`config.mk`:
```
export PLATFORM = sky130hd
export DESIGN_NAME = pmod_pattern_gen
export DESIGN_NICKNAME = d
export VERILOG_FILES = /design/src/rtl/pmod_pattern_gen_pkg.sv /design/src/rtl/pmod_hold_timer.sv /design/src/rtl/pmod_pattern_gen.sv
export SDC_FILE = /design/constraint.sdc
export NUM_CORES = 1
export LEC_CHECK = 0
export ABC_AREA = 0
export CAP_MARGIN = 20
export CORE_ASPECT_RATIO = 1.5
export CORE_MARGIN = 5
export CORE_UTILIZATION = 50
export DETAILED_ROUTE_END_ITERATION = 16
export PLACE_DENSITY = 0.74
export SETUP_SLACK_MARGIN = 0.15
export SLEW_MARGIN = 25
export SYNTH_ARGS = -nofsm -noshare
export SYNTH_HDL_FRONTEND = slang
export SYNTH_SLANG_ARGS = --single-unit
```
`constraint.sdc`:
```
create_clock -name clk -period 2.34 [get_ports clk]
set_input_delay 0.351 -clock clk [delete_from_list [all_inputs] [get_ports clk]]
set_output_delay 0.351 -clock clk [all_outputs]
set_load 0.005 [all_outputs]
```
`src/rtl/pmod_pattern_gen_pkg.sv`:
```
// pmod_pattern_gen_pkg: shared FSM states, per-count pattern totals and mask helpers
package pmod_pattern_gen_pkg;
  typedef enum logic [1:0] {IDLE, DRIVE, GAP, FINISH} state_t;
  // number of 3-bit masks with popcount 0..3
  localparam logic [2:0] PAT_CNT [4] = '{3'd1, 3'd3, 3'd3, 3'd1};
  function automatic logic [1:0] popcount3(input logic [2:0] m);
    return 2'(m[0]) + 2'(m[1]) + 2'(m[2]);
  endfunction
  // smallest mask >= lo whose popcount equals c; search is combinational so skips cost no cycles
  function automatic logic [2:0] next_mask(input logic [3:0] lo, input logic [1:0] c);
    logic [2:0] r;
    r = '0;
    for (int i = 7; i >= 0; i--)
      if (4'(i) >= lo && popcount3(3'(i)) == c) r = 3'(i);
    return r;
  endfunction
endpackage

```
`src/rtl/pmod_hold_timer.sv`:
```
// pmod_hold_timer: loadable down-counter, expire is high in the last cycle of a loaded length
// ports: clk, rst_n (async active-low), load/len start a phase, expire flags its final cycle
module pmod_hold_timer #(
  parameter int W = 8
) (
  input  logic         clk,
  input  logic         rst_n,
  input  logic         load,
  input  logic [W-1:0] len,
  output logic         expire
);
  logic [W-1:0] cnt;
  always_ff @(posedge clk or negedge rst_n)
    if (!rst_n) cnt <= '0;
    else cnt <= load ? len : (cnt != '0 ? cnt - W'(1) : cnt);
  assign expire = cnt == W'(1);
endmodule

```
`src/rtl/pmod_pattern_gen.sv`:
```
// pmod_pattern_gen: sweeps every 3-button press pattern with a requested popcount onto active-low pins
// ports: clk, rst_n (async active-low); req_valid/req_count/req_ready request handshake; abort cancels;
//        pmod1..3 emulated buttons (0 = pressed); exp_d2:exp_d1 expected count; busy; done pulse
module pmod_pattern_gen
  import pmod_pattern_gen_pkg::*;
#(
  parameter int HOLD_CYCLES = 12000000,
  parameter int GAP_CYCLES  = 1200000
) (
  input  logic       clk,
  input  logic       rst_n,
  input  logic       req_valid,
  input  logic [1:0] req_count,
  output logic       req_ready,
  input  logic       abort,
  output logic       pmod1,
  output logic       pmod2,
  output logic       pmod3,
  output logic       exp_d1,
  output logic       exp_d2,
  output logic       busy,
  output logic       done
);
  localparam int MAXC = HOLD_CYCLES > GAP_CYCLES ? HOLD_CYCLES : GAP_CYCLES;
  localparam int CW = $clog2(MAXC + 1);
  state_t state;
  logic [2:0] mask, pins, first, nxt;
  logic [1:0] cnt, idx, expc;
  logic expire, load, last;
  logic [CW-1:0] len;
  assign first = next_mask(4'd0, req_count);
  assign nxt = next_mask({1'b0, mask} + 4'd1, cnt);
  assign last = {1'b0, idx} == PAT_CNT[cnt] - 3'd1;
  assign load = state == IDLE ? req_valid : (state == DRIVE || state == GAP) && !abort && expire;
  // only a DRIVE->GAP transition loads the gap length; everything else starts a hold
  assign len = state == DRIVE && GAP_CYCLES > 0 ? CW'(GAP_CYCLES) : CW'(HOLD_CYCLES);
  assign {pmod3, pmod2, pmod1} = pins;
  assign {exp_d2, exp_d1} = expc;
  pmod_hold_timer #(.W(CW)) u_timer (
    .clk(clk), .rst_n(rst_n), .load(load), .len(len), .expire(expire)
  );
  always_ff @(posedge clk or negedge rst_n)
    if (!rst_n) begin
      state <= IDLE;
      mask <= '0;
      cnt <= '0;
      idx <= '0;
      pins <= 3'b111;
      expc <= '0;
      busy <= 1'b0;
      done <= 1'b0;
      req_ready <= 1'b1;
    end else begin
      done <= 1'b0;
      case (state)
        IDLE: if (req_valid) begin
          state <= DRIVE;
          cnt <= req_count;
          mask <= first;
          idx <= '0;
          pins <= ~first;
          expc <= req_count;
          busy <= 1'b1;
          req_ready <= 1'b0;
        end
        DRIVE, GAP: if (abort) begin
          state <= IDLE;
          pins <= 3'b111;
          expc <= '0;
          busy <= 1'b0;
          req_ready <= 1'b1;
        end else if (expire) begin
          if (state == DRIVE && GAP_CYCLES > 0) begin
            state <= GAP;
            pins <= 3'b111;
            expc <= '0;
          end else if (last) begin
            state <= FINISH;
            pins <= 3'b111;
            expc <= '0;
            busy <= 1'b0;
            done <= 1'b1;
          end else begin
            state <= DRIVE;
            mask <= nxt;
            idx <= idx + 2'd1;
            pins <= ~nxt;
            expc <= cnt;
          end
        end
        default: begin
          state <= IDLE;
          req_ready <= 1'b1;
        end
      endcase
    end
endmodule
```
==> out/writeup.txt, run 1 <==
The floorplan report gives the top-level pin count as 14. The first routing iteration left 130 violations. Per the CTS log, the root buffer master is sky130_fd_sc_hd__clkbuf_8.

The pin closest to its max-slew limit shows a slew of 522 ps. In this run, placement finished with an instance count of 380. The tools report the final hold violation count as 0.

Per the synthesis report, the adder-cell share of the synthesized area is 6.22%. Of the total power, combinational logic draws 56.5%. After Yosys synthesis, AND-OR and OR-AND compound gates account for 20.5% of the synthesized area.

The number of nets in the synthesized netlist is 314. The number of cells reported by Yosys stat comes to 294. The clock network power is 0.526 mW. According to the tapcell log, the count of inserted taps is 70. Data on the critical path arrives at its endpoint at 2400 ps. The first-pass GRT wire length is 11200 µm. The highest metal layer with signal wires is met4. The multi-input combinational gate total was 227; the die outline height was 102 µm. The run reported a max-capacitance violation count of 0. Across all checked pins, the minimum headroom to the slew limit is 65.2%. The leakage component of the power was reported as 1.30 nW. Leaving out fill and tap cells, the most frequent cells in the layout are 34 x sky130_fd_sc_hd__dfrtp_1, 22 x sky130_fd_sc_hd__nor2_1, 20 x sky130_fd_sc_hd__buf_4.

Per the synthesis report, the XOR/XNOR share of the synthesized area is 3.73%. Power attributed to sequential cells is 1.38 mW. The detail route stage leaves a number of antenna-violating nets equal to 0.

Number of buffer cells added on primary ports: 13. The combinational group power was 2.47 mW. The via count of the first global-routing pass was 2404; the clock buffer instance count of the final layout was 7. The number of cells in the finished layout apart from fillers is 391.

The worst setup path is launched from a register. The run gives 480 as the fill cell instance count of the final layout. For the number of cells upsized or downsized after cts, the log shows 2. The group with the largest share of power is combinational logic. The setup slack at placement came out at 135 ps. The tools report the met3 capacity usage during global routing as 2.36%. The launch point of the worst path was cnt[1]. Setup repair after global routing left no endpoint under its margin.

The destination of the critical timing path was mask[2]. The run gives 0.00176 mm² as the total area of multi-input combinational cells. The library cell used most frequently in the layout, excluding fill and tap cells, is sky130_fd_sc_hd__dfrtp_1. The biggest area contributor in the post-synthesis netlist is sky130_fd_sc_hd__dfrtp_1.

The post-route netlist has 19.6% of its cells at a drive strength greater than 1. The run finished with clean final reports. The synthesis run shows multiplexers occupying 3.38% of the cell area.

There are 41 flip-flops and latches. According to the report, the first pass of detailed routing completed in 4 iterations. The number of distinct library cell variants in the gate-level netlist after synthesis is 65, and the ratio of final minimum period to clock period is 94.5%.

More flip-flops sit in one register than any other, and that register is u_timer.cnt. The share of total power dissipated in the clock network is 12.0%. With the cell depth of the worst flop-to-flop path at 7, the total power is 4.38 mW. In the detailed route, the total length drawn on met2 is 3740 µm. The tools report the number of cells produced by synthesis as 294. The report lists the number of standard-cell rows as 33. For the final worst clock skew, the log shows 8.58 ps. Net switching is 45.3% of the power. The mapped netlist covers 0.00281 mm². The critical path's slowest cell was sky130_fd_sc_hd__dfrtp_1. The wire-length estimate of the detail-placed layout is 4990 µm. Looking at the area split, the leading class of cells is combinational gates.

In the Yosys report, the sequential cells make up 36.6% of the chip area. Share of async-settable or async-resettable flops after synthesis: 100%. Checking hold timing, the worst path is listed with class in -> async.
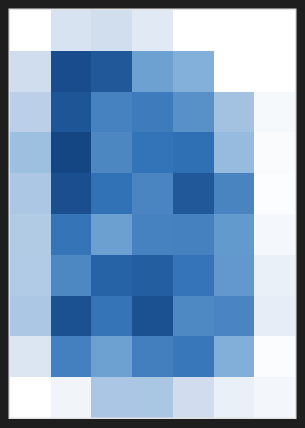
(run_1/density.png)
(4 px per µm) The die is cut into 7 by 10 equal tiles; white is low, dark blue is high, 0 to 100% covered.
emptiest ninth of the die: upper right
mean over tiles: 44%
densest ninth of the die: center
tiles over 75% full: 14%
fullest tile: 91%
nearly empty tiles: 11%
core footprint: 0.00549 mm²
FP Util: 51.2%

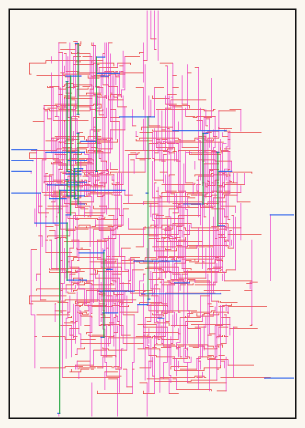
(run_1/metal_stack.png)
(4 px per µm)
[blue] met3 | wire length: 227 µm
[red] met1 | wire length: 2530 µm
[magenta] met2 | wire length: 3740 µm
[green] met4 | wire length: 305 µm
via count: 2415
total wire length: 6810 µm
GRT Total Usage: 19.7%

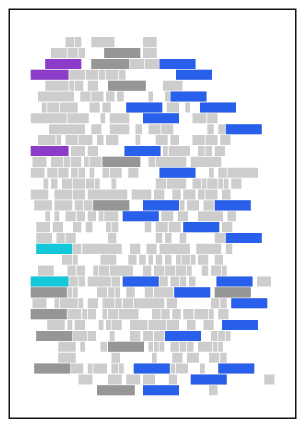
(run_1/registers.png)
(4 px per µm) Other sequential cells in the stronger gray, the rest of the logic in the fainter gray.
[cyan] cnt | flops: 2
[purple] mask | flops: 3
[blue] u_timer.cnt | flops: 24
not colored: 12
post-layout utilization of the core: 60.2%
register fraction of the total cell area: 31.3%
Flop area: 0.00103 mm²

==> inputs of run 2 (changes only) <==
CORE_ASPECT_RATIO = 0.6   (was 1.5)
CORE_UTILIZATION = 45   (was 50)
PLACE_DENSITY = 0.69   (was 0.74)
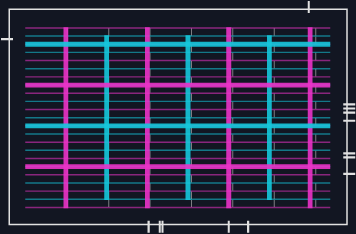
(run_2/pdn.png)
(3 px per µm) Pins as bars on the die edge. Tap cells in gray.
[magenta] VSS
[cyan] VDD
signal pins: 14
met1 rails: 23
met4 straps: 7
met5 straps: 4
horizontal die size: 112 µm
core footprint: 0.00608 mm²
Die H: 71.3 µm
IR Drop Worst-Case VDD: 0.521 mV

==> out/writeup.txt, run 2 <==
The run finished with clean final reports. The placement summary gives the final routability congestion estimate as 0.912. Per the breakdown, switching nets consume 44.6% of all power. The run gives 3630 µm for the routed metal-1 wire length. Setup repair after global routing could not meet its margin everywhere. The run gives 7 as the clock buffer instance count of the final layout. The clock network power reported by the tool is 0.595 mW. The register bank with the most flops is u_timer.cnt. The tools report the setup slack at placement as 125 ps.

Across all checked pins, the minimum headroom to the slew limit is 66.2%. The run gives 2.40 mW as the design internal power. The net switching power in the latest report is 1.93 mW. For this configuration, the core starts out at a cell density of 46.3%. The cell class ranked first by area is combinational gates. Summing internal, switching and leakage power gives 4.34 mW. For this run, the final setup violation count is recorded as 0.

The run gives 4.39% for the met3 capacity usage during global routing. The routed length on met3 is 459 µm, and the clock-cell share of area is 3.58%. With the area of the chip at 0.00799 mm², the global-route congestion overflow total is 0.

For the power attributed to sequential cells, the log shows 1.37 mW. For the total area of multi-input combinational cells, the log shows 0.00170 mm². The logs give 21.5% for the met2 track demand over resource in global routing and 0.00104 mm² for the register cell area after layout. For the depth of the CTS H-tree, the log shows 2. The destination of the critical timing path was mask[2].

Synthesis instantiated 65 different standard cells from the library. CTS placed an instance of sky130_fd_sc_hd__clkbuf_8 at the clock tree root. The post-detailed-route wirelength per cell is 16.7 µm, and the mean instance size in the synthesized netlist is 9.57 µm².

Summed over all failing endpoints, the final setup total negative slack is 0 ps. The run gives 84 for the inserted tap cell count. STA shows the worst reg2reg path with a cell count of 7. The stage logs contain a warning count of 37.

The critical path depth in cells was 7. The library cells used most frequently in the layout, excluding fill and tap cells, are 33 x sky130_fd_sc_hd__dfrtp_1, 22 x sky130_fd_sc_hd__nor2_1, 19 x sky130_fd_sc_hd__nand2_1. The critical path's top delay family was AND-OR/OR-AND gates. The post-placement cell area came out at 0.00309 mm². The sequential cell count was 41; the combined area of all synthesized cells was 0.00281 mm².

Synthesis produced a netlist whose cell count is 294. Looking at the max-slew report, the worst-margin pin has a slew of 507 ps. Highest metal layer with signal wires: met4. Of all flip-flops after synthesis, the portion carrying an async set or reset was 100%. The run gives 0 as the final hold violation count. For the sum of met2 wire segment lengths after detailed routing, the log shows 2590 µm. In the final layout, excluding clock buffers the buffer count is 29. For the total track usage, the log shows 17.1%. Per report_power, the Combinational row totals 2.37 mW. The run gives 54.7% as the combinational share of power.

The tools report the cell count listed in synth_stat.txt as 294. The layout summary lists the proportion of cells stronger than drive strength 1 as 17.3%. For the met1 track demand over resource in global routing, the log shows 28.4%.

The synthesis-to-layout area growth was 15.7%; the number of buffer cells added on primary ports was 13. Flop share of the area: 31.8%. The launch point of the critical path was reported as mask[1]. For the static power due to leakage, the log shows 1.29 nW. The first global-routing pass estimated 11100 µm of wire. The tools report the sum of net half-perimeters after detailed placement as 4990 µm.

Once the clock tree was built, the setup fixing pass inserted 0 buffers. The finished layout holds 402 standard cells, fillers aside. The logs give 22 for the total number of placement rows and 227 for the multi-input combinational gate total. The critical path in the final layout is reported with a setup slack of 67.5 ps. Most frequent standard cell in the layout excluding fill and tap cells: sky130_fd_sc_hd__dfrtp_1. The via count of the first global-routing pass is 2164. Across the run, the number of max-cap violations was 0. The commonest cells after synthesis are 37 x sky130_fd_sc_hd__dfrtp_1, 22 x sky130_fd_sc_hd__nor2_1, 19 x sky130_fd_sc_hd__nand2_1.

The fill cell instance count of the final layout was 555. In this run the critical register-to-register path is launched from mask[1]. The data arrival at the endpoint of the critical path is 2440 ps. 14 I/O pins were placed.

Once placement completed, the tool counted placed cells totaling 392. On the critical path, the stage with the largest delay is an instance of sky130_fd_sc_hd__dfrtp_2. STA classifies the critical path startpoint as a register. The run gives 25.6% for the synthesized-area fraction occupied by and/or/nand/nor cells. The run gives 133 as the number of design-rule violations left by the first detailed-router iteration. Once detail routing completed, the nets flagged for antenna violations numbered 0. Sequential cells were found to cover 36.6% of the synthesized design area. Of the available clock period, the critical path in the final layout requires 97.1%.

The fraction of power consumed by the clock network is 13.7%, and the fraction of area in non-clock buffers is 7.61%. The clock period could shrink to 2270 ps. The synthesized-area fraction occupied by adder cells is 6.22%. For reference, the final report shows the max-slew violation count at 0.

The number of clock sinks came to 41. Final worst clock skew: 16.4 ps. The largest part of the power goes to combinational logic. With the compound-gate portion of the synthesized area at 20.5%, the number of iterations in the first detailed-routing pass is 5.

Counting every net in the synthesized netlist gives 314. The type recorded for the worst min-delay path is in -> async. Sorting the synthesis cell report by count puts at the top sky130_fd_sc_hd__dfrtp_1. The cell type with the largest total area after synthesis was sky130_fd_sc_hd__dfrtp_1. The cell-mix breakdown from Yosys lists the XOR/XNOR area share as 3.73%. The proportion of synthesized area in mux cells was 3.38%. The synthesis run identifies the leading combinational cell family as simple AND/OR/NAND/NOR gates. After clock tree synthesis, the repair step resized 3 gates. The utilization after layout was 53.5%. The power density over cell area was 1330 mW/mm².

The setup check on the worst reg-to-reg path leaves a slack of 70 ps.
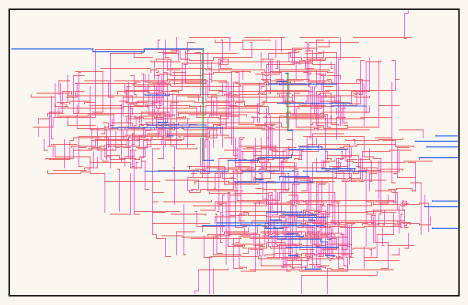
(run_2/metal_stack.png)
(4 px per µm)
[red] met1 | wire length: 3630 µm
[green] met4 | wire length: 42.2 µm
[magenta] met2 | wire length: 2590 µm
[blue] met3 | wire length: 460 µm
total wire length: 6730 µm
via count: 2372

Power and IR drop assume default switching activity.
